## src/rtl/press_classifier.sv

```systemverilog
// press_classifier: turns a debounced button level into short, long and
// double press events, plus a held level, a busy level and an event counter.
module press_classifier #(
    parameter int unsigned LONG_TICKS = 50000000,
    parameter int unsigned GAP_TICKS  = 12500000,
    parameter int unsigned CNT_WIDTH  = 26
) (
    input  logic       i_clk,
    input  logic       i_sclr,
    input  logic       i_in,
    output logic       o_short,
    output logic       o_long,
    output logic       o_double,
    output logic       o_held,
    output logic       o_busy,
    output logic [7:0] o_evcnt
);

    typedef enum logic [2:0] {
        IDLE   = 3'd0,
        PRESS1 = 3'd1,
        GAP    = 3'd2,
        PRESS2 = 3'd3,
        HOLD   = 3'd4
    } state_e;

    localparam logic [CNT_WIDTH-1:0] LONG_LAST = CNT_WIDTH'(LONG_TICKS - 1);
    localparam logic [CNT_WIDTH-1:0] GAP_LAST  = CNT_WIDTH'(GAP_TICKS - 1);
    localparam logic [CNT_WIDTH-1:0] TIMER_ONE = CNT_WIDTH'(1);

    state_e               state_q;
    state_e               state_d;
    logic [CNT_WIDTH-1:0] timer_q;
    logic [CNT_WIDTH-1:0] timer_d;
    logic                 inDly_q;

    logic       short_q;
    logic       short_d;
    logic       long_q;
    logic       long_d;
    logic       double_q;
    logic       double_d;
    logic       held_q;
    logic       held_d;
    logic       busy_q;
    logic       busy_d;
    logic [7:0] evCnt_q;
    logic [7:0] evCnt_d;

    logic rise;
    logic fall;
    logic anyEvent;

    assign rise     = i_in & ~inDly_q;
    assign fall     = ~i_in & inDly_q;
    assign anyEvent = short_d | long_d | double_d;

    // State, timer and input-history registers; the history resets high so a
    // button held through reset must be released before it can count again.
    always_ff @(posedge i_clk) begin
        if (i_sclr) begin
            state_q <= IDLE;
            timer_q <= '0;
            inDly_q <= 1'b1;
        end else begin
            state_q <= state_d;
            timer_q <= timer_d;
            inDly_q <= i_in;
        end
    end

    // Next-state, timer and event decode; the timer restarts on every state entry.
    always_comb begin
        state_d  = state_q;
        timer_d  = timer_q;
        short_d  = 1'b0;
        long_d   = 1'b0;
        double_d = 1'b0;

        case (state_q)
            IDLE: begin
                timer_d = '0;
                if (rise) begin
                    state_d = PRESS1;
                end
            end

            PRESS1: begin
                if (fall) begin
                    state_d = GAP;
                    timer_d = '0;
                end else if (i_in && (timer_q == LONG_LAST)) begin
                    state_d = HOLD;
                    timer_d = '0;
                    long_d  = 1'b1;
                end else begin
                    timer_d = timer_q + TIMER_ONE;
                end
            end

            GAP: begin
                // A rise landing on the timeout cycle still counts as a second press.
                if (rise) begin
                    state_d = PRESS2;
                    timer_d = '0;
                end else if (timer_q == GAP_LAST) begin
                    state_d = IDLE;
                    timer_d = '0;
                    short_d = 1'b1;
                end else begin
                    timer_d = timer_q + TIMER_ONE;
                end
            end

            PRESS2: begin
                timer_d = '0;
                if (fall) begin
                    state_d  = IDLE;
                    double_d = 1'b1;
                end
            end

            HOLD: begin
                timer_d = '0;
                if (fall) begin
                    state_d = IDLE;
                end
            end

            default: begin
                state_d = IDLE;
                timer_d = '0;
            end
        endcase

        held_d  = (state_d == HOLD);
        busy_d  = (state_d != IDLE);
        evCnt_d = anyEvent ? (evCnt_q + 8'd1) : evCnt_q;
    end

    // Output registers; reset clears everything, discarding any pending event.
    always_ff @(posedge i_clk) begin
        if (i_sclr) begin
            short_q  <= 1'b0;
            long_q   <= 1'b0;
            double_q <= 1'b0;
            held_q   <= 1'b0;
            busy_q   <= 1'b0;
            evCnt_q  <= 8'd0;
        end else begin
            short_q  <= short_d;
            long_q   <= long_d;
            double_q <= double_d;
            held_q   <= held_d;
            busy_q   <= busy_d;
            evCnt_q  <= evCnt_d;
        end
    end

    assign o_short  = short_q;
    assign o_long   = long_q;
    assign o_double = double_q;
    assign o_held   = held_q;
    assign o_busy   = busy_q;
    assign o_evcnt  = evCnt_q;

endmodule

```

## config.mk

```make
export PLATFORM = sky130hd
export DESIGN_NAME = press_classifier
export DESIGN_NICKNAME = d
export VERILOG_FILES = /design/src/rtl/press_classifier.sv
export SDC_FILE = /design/constraint.sdc
export NUM_CORES = 1
export LEC_CHECK = 0
export CAP_MARGIN = 20
export CORE_MARGIN = 1.5
export CORE_UTILIZATION = 45
export CTS_CLUSTER_DIAMETER = 60
export CTS_CLUSTER_SIZE = 10
export DETAILED_ROUTE_END_ITERATION = 8
export PLACE_DENSITY = 0.62
export SYNTH_ARGS = -nofsm -noshare
export SYNTH_HDL_FRONTEND = slang
export SYNTH_SLANG_ARGS = --single-unit
```

## constraint.sdc

```tcl
create_clock -name i_clk -period 2.9 [get_ports i_clk]
set_input_delay 0.87 -clock i_clk [delete_from_list [all_inputs] [get_ports i_clk]]
set_output_delay 0.87 -clock i_clk [all_outputs]
set_load 0.005 [all_outputs]
```

Fig. 1: run 1, placed standard cells
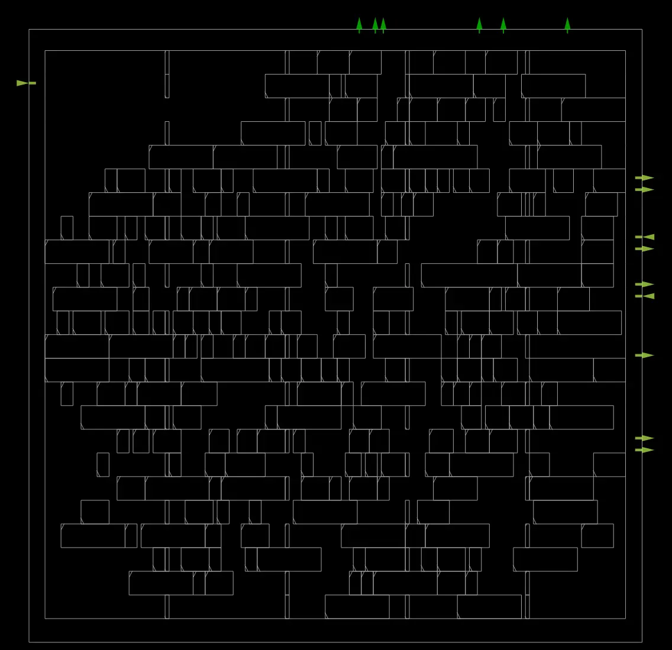
# Taps: 52
Core Box Area: 4354 µm²
final core utilization: 53.65%

Fig. 2: run 1, nets reached from selected ports
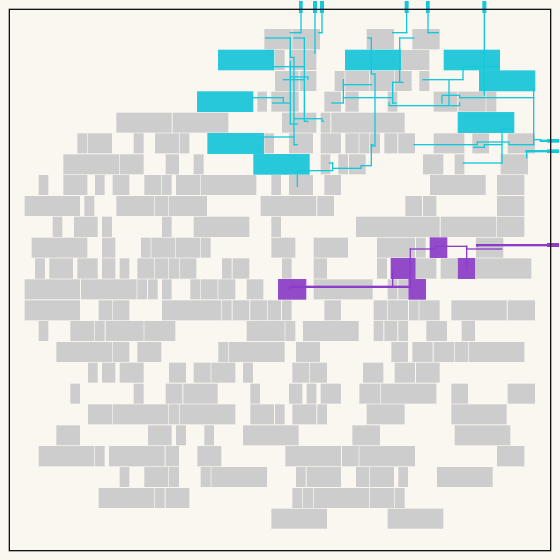
- purple: `i_in` (bits 1; direction input; edge right; end cells 5; buffers 1; wire 48.5 µm)
- cyan: `o_evcnt` (bits 8; direction output; edge 6 top, 2 right; end cells 8; buffers 8; wire 238 µm)
count of input and output buffers: 15
count of boundary I/O pins: 16

==> tab_implementation.tex, run 1 <==
% Auto-generated results table
\begin{tabular}{lr}
\hline
Metric & Value \\
\hline
\multicolumn{2}{l}{\textbf{Outcome}} \\
Status & complete, no violations \\
\multicolumn{2}{l}{\textbf{Power and ir drop}} \\
Comb pwr & around 0.027 mW \\
Worst vdd rail ir drop & about 0.35 mV \\
Clock network fraction of design power & a little over two fifths \\
Dominant power group & sequential cells \\
Part of the total power dissipated in combinational logic & between 2 and 2.5\% \\
\multicolumn{2}{l}{\textbf{Cells and area}} \\
Top register by number of flip-flops & timer\_q \\
Register cell area after layout & 860.8 µm² \\
Nonclk buf count & 19 \\
Count of multi-input combinational gates & about 170 \\
Non-clock buffering overhead in the final layout & between 7 and 8\% \\
Layout Area Growth over Synthesis & 14.12\% \\
\multicolumn{2}{l}{\textbf{Synthesis}} \\
Number of enable-type register cells in the synthesized netlist & 0 \\
Sequential area share after synthesis & around 42\% \\
Main area contributors & sky130\_fd\_sc\_hd\_\_dfxtp\_1, sky130\_fd\_sc\_hd\_\_nor2\_1, sky130\_fd\_sc\_hd\_\_xnor2\_1, sky130\_fd\_sc\_hd\_\_xor2\_1, sky130\_fd\_sc\_hd\_\_nand2\_1 \\
Chip Area, Yosys & between 2000 and 2500 µm² \\
Most common flop cell mapped by yosys & sky130\_fd\_sc\_hd\_\_dfxtp\_1 \\
\multicolumn{2}{l}{\textbf{Route}} \\
Drt first-iter violations & about 70 \\
Antenna Nets Post-Route & 0 \\
Drc violations & 0 \\
\multicolumn{2}{l}{\textbf{Setup path}} \\
Worst R2R End & o\_evcnt[5] \\
Arrival time reported for the critical path endpoint & roughly 2.7 ns \\
R2R Path Start & timer\_q[0] \\
Worst setup path start & i\_in \\
\multicolumn{2}{l}{\textbf{Global route}} \\
Largest net degree at the start of global routing & 17 \\
Grt met3 use & under 10\% \\
Global route total overflow & 0 \\
First-pass GRT wire length & roughly 6700 µm \\
\multicolumn{2}{l}{\textbf{STA}} \\
Max-slew headroom & 58.29\% \\
\multicolumn{2}{l}{\textbf{Floorplanning}} \\
Total number of placement rows & 24 \\
\multicolumn{2}{l}{\textbf{Clock tree}} \\
Number of sinks handled by clock tree synthesis & around 43 \\
Root buffer cell & sky130\_fd\_sc\_hd\_\_clkbuf\_8 \\
\multicolumn{2}{l}{\textbf{Placed design}} \\
Worst slack, placed & $\sim$0.12 ns \\
\multicolumn{2}{l}{\textbf{Flow run}} \\
Number of logged tool warnings & 26 \\
\multicolumn{2}{l}{\textbf{Hold path}} \\
Worst hold stages & 1 \\
\hline
\end{tabular}
Fig. 3: run 1, where the registers sit
Other sequential cells in the stronger gray, the rest of the logic in the fainter gray.
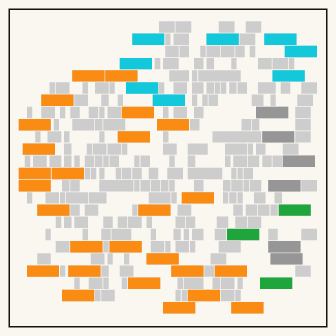
- cyan: `o_evcnt` (flops 8)
- orange: `timer_q` (flops 26)
- green: `state_q` (flops 3)
- not colored: 6

==> run 2, diff against run 1 <==
CORE_MARGIN = 2   (was 1.5)
Fig. 4: run 2, nets reached from selected ports
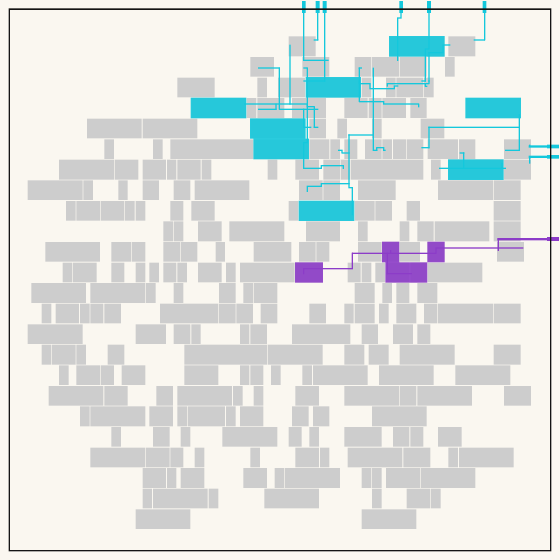
- purple: `i_in` (bits 1; direction input; edge right; end cells 5; buffers 1; wire 46.6 µm)
- cyan: `o_evcnt` (bits 8; direction output; edge 6 top, 2 right; end cells 8; buffers 8; wire 216 µm)

==> run 2 against run 1 <==
- final area up 0.70%
- core utilization grew 0.37 points
- largest cell class unchanged
- largest power group unchanged
- hold slack worse by 0.0020 ns
- clock skew down 0.00070 ns
- final cell count fell by 0.66%
- sequential share of layout area shrank 0.25 points
==> tab_implementation.tex, run 2 <==
% Auto-generated results table
\begin{tabular}{lr}
\hline
Metric & Value \\
\hline
\multicolumn{2}{l}{\textbf{Clock tree}} \\
Buffer count from post-CTS setup fixing & 0 \\
Number of sinks handled by clock tree synthesis & 43 \\
Root buffer cell & sky130\_fd\_sc\_hd\_\_clkbuf\_8 \\
\multicolumn{2}{l}{\textbf{Synthesis}} \\
XOR/XNOR share of the synthesized area & 11.55\% \\
Fraction of the mapped netlist area in compound gates & 5.990\% \\
Most common flop cell mapped by yosys & sky130\_fd\_sc\_hd\_\_dfxtp\_1 \\
Sequential area share after synthesis & 42.05\% \\
Main area contributors & sky130\_fd\_sc\_hd\_\_dfxtp\_1, sky130\_fd\_sc\_hd\_\_nor2\_1, sky130\_fd\_sc\_hd\_\_xnor2\_1, sky130\_fd\_sc\_hd\_\_xor2\_1, sky130\_fd\_sc\_hd\_\_nand2\_1 \\
Number of instances in the synthesized netlist & between 200 and 250 \\
Chip Area, Yosys & about 2000 µm² \\
Post-synthesis cell count from yosys & about 230 \\
Number of enable-type register cells in the synthesized netlist & 0 \\
\multicolumn{2}{l}{\textbf{STA}} \\
Max-slew headroom & between 50\% and 60\% \\
Min Hold Slack & $\sim$0.47 ns \\
Hold Fails Final Rpt & 0 \\
Final Critical Period & 2.435 ns \\
\multicolumn{2}{l}{\textbf{Power and ir drop}} \\
Switching part of the total power & around 19\% \\
Comb pwr & 0.0265 mW \\
Worst vdd rail ir drop & 0.2041 mV \\
Clock network fraction of design power & 47.0\% \\
Part of the total power dissipated in combinational logic & between 2 and 2.5\% \\
Clock distribution power & 0.553 mW \\
\multicolumn{2}{l}{\textbf{Global route}} \\
Global route total overflow & 0 \\
Grt met3 use & 4.219\% \\
Largest net degree at the start of global routing & 27 \\
First-pass GRT wire length & 6147 µm \\
\multicolumn{2}{l}{\textbf{Floorplanning}} \\
Count of boundary I/O pins & 16 \\
\# Taps & 52 \\
Floorplan Utilization & a little under half \\
Core Box Area & 4354 µm² \\
\multicolumn{2}{l}{\textbf{Cells and area}} \\
Post-route insts no fill & around 300 \\
\# diodes & 0 \\
Layout Area Growth over Synthesis & 14.91\% \\
Final core utilization & 54.02\% \\
Non-clock buffering overhead in the final layout & $\sim$7.6\% \\
Count of multi-input combinational gates & 172 \\
Top register by number of flip-flops & timer\_q \\
Register cell area after layout & $\sim$860 µm² \\
\multicolumn{2}{l}{\textbf{Route}} \\
Drc violations & 0 \\
Drt first-iter violations & $\sim$78 \\
Antenna Nets Post-Route & 0 \\
\multicolumn{2}{l}{\textbf{Setup path}} \\
Highest fanout seen on the critical path & 5 \\
Worst R2R End & o\_evcnt[5] \\
Worst path depth & 7 \\
Number of cell instances on the worst register-to-register path & 7 \\
R2R Path Start & timer\_q[0] \\
\multicolumn{2}{l}{\textbf{Placed design}} \\
HPWL after detailed placement & about 2600 µm \\
Worst slack, placed & between 0.15 and 0.2 ns \\
\multicolumn{2}{l}{\textbf{Flow run}} \\
Number of logged tool warnings & 26 \\
\multicolumn{2}{l}{\textbf{Hold path}} \\
Worst hold stages & 1 \\
\multicolumn{2}{l}{\textbf{Outcome}} \\
Status & complete, no violations \\
\hline
\end{tabular}
Power figures rest on the tool's default switching activity, not on a simulated workload.
